==> src/rtl/lathe_input_conditioner.sv <==
// lathe_input_conditioner
// -----------------------
// Front-end conditioning for the lathe PLC core. Each raw operator input
// (START, STOP, AUTO, MAN, SEL0) passes through a 2-flop synchroniser and a
// counting debouncer. The debounced levels drive:
//   - rising-edge detectors for START and STOP,
//   - an operating-mode FSM (NONE / AUTO / MAN / FAULT) built on AUTO and MAN,
//   - STOP-dominant start/stop command pulses for the core's run latch,
//   - a saturating counter of rejected bounces summed over all channels.
//
// Ports
//   clk, rst            system clock, asynchronous active-high reset
//   start_raw..sel0_raw raw pushbutton / selector inputs (asynchronous)
//   start_pulse         one-cycle start command (suppressed by any stop cause)
//   stop_pulse          one-cycle stop command (stop rise or leaving AUTO/MAN)
//   stop_lvl, sel0_db   debounced STOP and SEL0 levels
//   auto_mode, man_mode, mode_fault   registered decode of the mode FSM
//   reject_cnt          saturating count of rejected bounces, all channels
//
// Handshake: none. Every output is a registered level or a one-cycle pulse
// valid from the clock edge that produces it; the core samples each cycle.
module lathe_input_conditioner #(
  parameter int DEBOUNCE_CYCLES = 16,
  parameter int CNT_W           = 16,
  parameter int REJ_W           = 8
) (
  input  logic             clk,
  input  logic             rst,
  input  logic             start_raw,
  input  logic             stop_raw,
  input  logic             auto_raw,
  input  logic             man_raw,
  input  logic             sel0_raw,
  output logic             start_pulse,
  output logic             stop_pulse,
  output logic             stop_lvl,
  output logic             sel0_db,
  output logic             auto_mode,
  output logic             man_mode,
  output logic             mode_fault,
  output logic [REJ_W-1:0] reject_cnt
);

  localparam int NCH      = 5;
  localparam int CH_START = 0;
  localparam int CH_STOP  = 1;
  localparam int CH_AUTO  = 2;
  localparam int CH_MAN   = 3;
  localparam int CH_SEL0  = 4;

  localparam logic [CNT_W-1:0] CNT_LAST = CNT_W'(DEBOUNCE_CYCLES - 1);
  localparam logic [REJ_W-1:0] REJ_MAX  = {REJ_W{1'b1}};

  typedef enum logic [1:0] {
    MODE_NONE  = 2'd0,
    MODE_AUTO  = 2'd1,
    MODE_MAN   = 2'd2,
    MODE_FAULT = 2'd3
  } mode_e;

  logic [NCH-1:0] raw;
  assign raw = {sel0_raw, man_raw, auto_raw, stop_raw, start_raw};

  // Per-channel state
  logic [NCH-1:0] sync1_q, sync1_d;
  logic [NCH-1:0] sync2_q, sync2_d;
  logic [NCH-1:0] db_q, db_d;
  logic [NCH-1:0] db_prev_q, db_prev_d;
  logic [CNT_W-1:0] cnt_q [NCH];
  logic [CNT_W-1:0] cnt_d [NCH];
  logic [NCH-1:0] rej_hit;

  // Shared state
  logic [REJ_W-1:0] reject_q, reject_d;
  mode_e            mode_q, mode_d;
  logic             start_pulse_q, start_pulse_d;
  logic             stop_pulse_q, stop_pulse_d;
  logic             auto_mode_q, auto_mode_d;
  logic             man_mode_q, man_mode_d;
  logic             mode_fault_q, mode_fault_d;

  logic [NCH-1:0] rise;
  logic [2:0]     rej_sum;
  logic [REJ_W:0] rej_ext;
  logic           a_lvl, m_lvl;
  logic           in_run;
  logic           leave_run;

  // Synchroniser and debouncer. A channel whose synchronised level falls back
  // to the debounced level while a count is in progress is a rejected bounce.
  always_comb begin
    sync1_d   = raw;
    sync2_d   = sync1_q;
    db_d      = db_q;
    db_prev_d = db_q;
    rej_hit   = '0;
    for (int i = 0; i < NCH; i++) begin
      cnt_d[i] = cnt_q[i];
      if (sync2_q[i] == db_q[i]) begin
        cnt_d[i]   = '0;
        rej_hit[i] = (cnt_q[i] != '0);
      end else if (cnt_q[i] == CNT_LAST) begin
        db_d[i]  = sync2_q[i];
        cnt_d[i] = '0;
      end else begin
        cnt_d[i] = cnt_q[i] + 1'b1;
      end
    end
  end

  // Rejects on several channels in the same cycle all count; the extra top
  // bit of rej_ext catches overflow so the counter sticks at all-ones.
  always_comb begin
    rej_sum = '0;
    for (int i = 0; i < NCH; i++) begin
      rej_sum = rej_sum + {2'b00, rej_hit[i]};
    end
    rej_ext  = {1'b0, reject_q} + (REJ_W+1)'(rej_sum);
    reject_d = rej_ext[REJ_W] ? REJ_MAX : rej_ext[REJ_W-1:0];
  end

  assign rise  = db_q & ~db_prev_q;
  assign a_lvl = db_q[CH_AUTO];
  assign m_lvl = db_q[CH_MAN];

  // Mode FSM next state. AUTO and MAN never swap directly: dropping the
  // active selector always passes through NONE first.
  always_comb begin
    mode_d = mode_q;
    case (mode_q)
      MODE_NONE: begin
        if (a_lvl && m_lvl)      mode_d = MODE_FAULT;
        else if (a_lvl)          mode_d = MODE_AUTO;
        else if (m_lvl)          mode_d = MODE_MAN;
      end
      MODE_AUTO: begin
        if (a_lvl && m_lvl)      mode_d = MODE_FAULT;
        else if (!a_lvl)         mode_d = MODE_NONE;
      end
      MODE_MAN: begin
        if (a_lvl && m_lvl)      mode_d = MODE_FAULT;
        else if (!m_lvl)         mode_d = MODE_NONE;
      end
      MODE_FAULT: begin
        if (!a_lvl && !m_lvl)    mode_d = MODE_NONE;
      end
      default:                   mode_d = MODE_NONE;
    endcase
  end

  // Command pulses. Any stop cause in the same cycle kills a start rise, and
  // the killed start is dropped rather than held for later.
  always_comb begin
    in_run        = (mode_q == MODE_AUTO) || (mode_q == MODE_MAN);
    leave_run     = in_run && (mode_d != mode_q);
    stop_pulse_d  = rise[CH_STOP] | leave_run;
    start_pulse_d = rise[CH_START] & ~db_q[CH_STOP] & in_run & ~stop_pulse_d;
    auto_mode_d   = (mode_q == MODE_AUTO);
    man_mode_d    = (mode_q == MODE_MAN);
    mode_fault_d  = (mode_q == MODE_FAULT);
  end

  always_ff @(posedge clk or posedge rst) begin
    if (rst) begin
      sync1_q       <= '0;
      sync2_q       <= '0;
      db_q          <= '0;
      db_prev_q     <= '0;
      for (int i = 0; i < NCH; i++) begin
        cnt_q[i] <= '0;
      end
      reject_q      <= '0;
      mode_q        <= MODE_NONE;
      start_pulse_q <= 1'b0;
      stop_pulse_q  <= 1'b0;
      auto_mode_q   <= 1'b0;
      man_mode_q    <= 1'b0;
      mode_fault_q  <= 1'b0;
    end else begin
      sync1_q       <= sync1_d;
      sync2_q       <= sync2_d;
      db_q          <= db_d;
      db_prev_q     <= db_prev_d;
      for (int i = 0; i < NCH; i++) begin
        cnt_q[i] <= cnt_d[i];
      end
      reject_q      <= reject_d;
      mode_q        <= mode_d;
      start_pulse_q <= start_pulse_d;
      stop_pulse_q  <= stop_pulse_d;
      auto_mode_q   <= auto_mode_d;
      man_mode_q    <= man_mode_d;
      mode_fault_q  <= mode_fault_d;
    end
  end

  assign start_pulse = start_pulse_q;
  assign stop_pulse  = stop_pulse_q;
  assign stop_lvl    = db_q[CH_STOP];
  assign sel0_db     = db_q[CH_SEL0];
  assign auto_mode   = auto_mode_q;
  assign man_mode    = man_mode_q;
  assign mode_fault  = mode_fault_q;
  assign reject_cnt  = reject_q;

endmodule
==> config.mk <==
export PLATFORM = sky130hd
export DESIGN_NAME = lathe_input_conditioner
export DESIGN_NICKNAME = d
export VERILOG_FILES = /design/src/rtl/lathe_input_conditioner.sv
export SDC_FILE = /design/constraint.sdc
export NUM_CORES = 1
export LEC_CHECK = 0
export ABC_AREA = 1
export CORE_AREA = 2 2 108 110
export DETAILED_ROUTE_END_ITERATION = 8
export DIE_AREA = 0 0 110 112
export PLACE_DENSITY = 0.71
export SLEW_MARGIN = 20
export SYNTH_ARGS = -nofsm -noshare
export SYNTH_HDL_FRONTEND = slang
export SYNTH_SLANG_ARGS = --single-unit
==> constraint.sdc <==
create_clock -name clk -period 6.2 [get_ports clk]
set_input_delay 0.62 -clock clk [delete_from_list [all_inputs] [get_ports clk]]
set_output_delay 0.62 -clock clk [all_outputs]
set_load 0.005 [all_outputs]
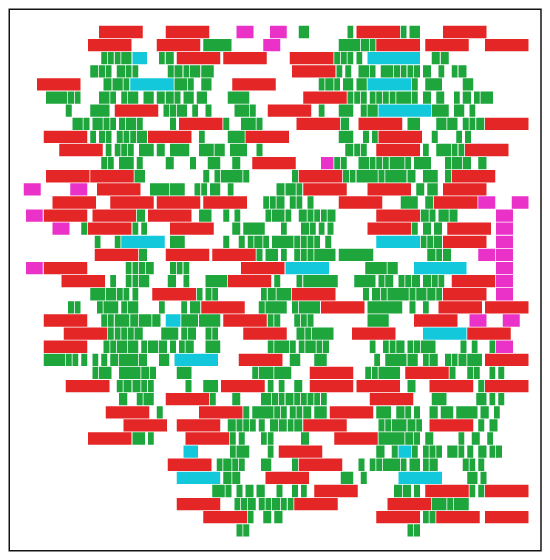
class_map.png
Key: magenta = remaining buffers and delay cells [cells 22, share of their area 3.4%]; cyan = clock drivers and dummy loads [cells 16, share of their area 5.5%]; green = remaining logic cells [cells 572, share of their area 47%]; red = registers [cells 112, share of their area 44%]

==> impl_report.txt <==
RUN METRICS
----------------------------------------------------
[Final layout]
  Multi-input gate share of total cell area ........................ 39.8%
  Signed area change from the synthesized netlist to the final layout ........................ 12.4%
  Highest-count logic cell in the final layout ........................ sky130_fd_sc_hd__nor2_1
  FFs & Latches ........................ 112
  Tally of non-filler cells in the final layout ........................ 865
  Leading cell types in the layout, fill and taps excluded ........................ sky130_fd_sc_hd__nor2_1 (128), sky130_fd_sc_hd__dfrtp_1 (112), sky130_fd_sc_hd__nand2_1 (101), sky130_fd_sc_hd__inv_1 (95), sky130_fd_sc_hd__nand3_1 (34)
  Non-clock buffer area fraction after layout ........................ 3.33%
  Number of flip-flops in the largest register ........................ 80
  Fillers ........................ 993
  Invs w/o clock ........................ 103
  Area of combinational cells with multiple inputs ........................ 2600 µm²

[Critical path]
  End of the worst register-to-register path ........................ reject_cnt[2]
  Number of stages on the worst setup path ........................ 14
  Crit end category ........................ register
  Most used cell along the critical path ........................ sky130_fd_sc_hd__fa_1
  FF-to-FF path depth ........................ 14
  R2r startpoint ........................ cnt_q[74]
  Maximum fanout along the worst path ........................ 7
  Setup crit end ........................ reject_cnt[2]
  Cell type group with the largest total delay on the critical path ........................ adder cells

[Route]
  Routed length per placed instance ........................ 12.9 µm
  Highest routed layer ........................ met4
  Routed metal-1 wirelength ........................ 5340 µm
  Number of search-and-repair iterations in the first detailed-routing pass ........................ 4
  Vias after detailed routing ........................ 4494
  Tally of nets with antenna violations remaining after routing ........................ 0

[Yosys]
  Mux contribution to synthesized area ........................ 0.194%
  Gate count of the mapped netlist ........................ 689
  Largest type area fraction ........................ 48.2%
  Synth unique cells ........................ 41
  Proportion of synthesized flip-flops having asynchronous set or reset ........................ 100%
  Synth cell count leaders ........................ sky130_fd_sc_hd__nor2_1 (128), sky130_fd_sc_hd__dfrtp_1 (112), sky130_fd_sc_hd__nand2_1 (101), sky130_fd_sc_hd__inv_1 (96), sky130_fd_sc_hd__nand3_1 (34)
  Post-synthesis compound-gate area fraction ........................ 4.48%
  Biggest area consumer among synthesized cells ........................ sky130_fd_sc_hd__dfrtp_1
  Post-Synth XOR/XNOR Area ........................ 4.37%
  Number of storage elements in the synthesis netlist ........................ 112
  Post-synthesis chip area from yosys ........................ 5810 µm²
  Post-synthesis net count ........................ 717
  Cell count in the Yosys report ........................ 689
  Synthesized area per cell ........................ 8.44 µm²

[Final timing]
  Fmax ........................ 0.265 GHz
  Worst-Margin Slew ........................ 0.921 ns
  Setup repair after global routing missed its margin ........................ no
  Least setup slack across all paths after layout ........................ 2.42 ns
  Aggregate negative setup slack ........................ 0 ns
  Slew margin rel. ........................ 38.6%
  Total setup violations reported at the end of the flow ........................ 0
  Final Hold Vio Count ........................ 0
  Shortest period the worst path allows ........................ 3.78 ns

[Floorplanning]
  Die Footprint ........................ 12300 µm²
  Vertical die dimension ........................ 112 µm
  Initial Util ........................ 52.0%
  Overall die width ........................ 110 µm
  I/O pin total ........................ 22
  Number of well taps ........................ 143

[GRT]
  Top Usage Layer GRT ........................ met2
  Total congestion overflow after global routing ........................ 0
  Number of antenna violations at the first check in global routing ........................ 0
  Fraction of met3 tracks used by global routing ........................ 4.22%

[Clocking]
  Hold buffer count at cts ........................ 0
  CTS sink count ........................ 112
  Number of H-tree levels ........................ 3
  Insertion delay of the later-clocked pin in the worst-skew pair ........................ 0.36 ns
  CTS tree ........................ done

[Power and ir drop]
  Net switching fraction of the power ........................ 27.7%
  Pwr dens ........................ 284 nW/µm²
  Power Internal ........................ 1.34 mW
  Maximum resistive drop on vdd ........................ 0.207 mV
  Power dissipated in sequential cells ........................ 0.835 mW
  Relative contribution of the clock network to total power ........................ 36.7%
  Power attributed to the clock group ........................ 0.681 mW

[Worst hold path]
  Hold WC Path Type ........................ reg -> reg
  Origin of the worst min-delay path ........................ sync1_q[1]

[Job]
  Max_cap viols ........................ 0
  OpenROAD warning count ........................ 34

[Run status]
  Outcome ........................ finished clean

[Placement]
  Number of placed instances with taps included ........................ 849
  Half-perimeter wire length after placement ........................ 7930 µm
  Minimum setup slack after placement ........................ 2.49 ns

----------------------------------------------------
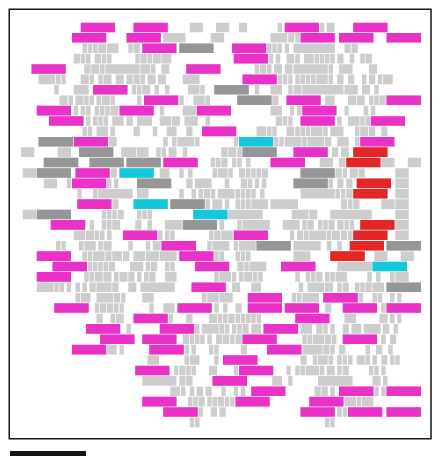
ff_map.png
Scale bar: 20 µm.
Key: magenta = `cnt_q` [sequential cells 80, where widely spread]; red = `reject_cnt` [sequential cells 8, where middle right]; cyan = `db_prev_d` [sequential cells 5]

Power figures rest on the tool's default switching activity, not on a simulated workload.
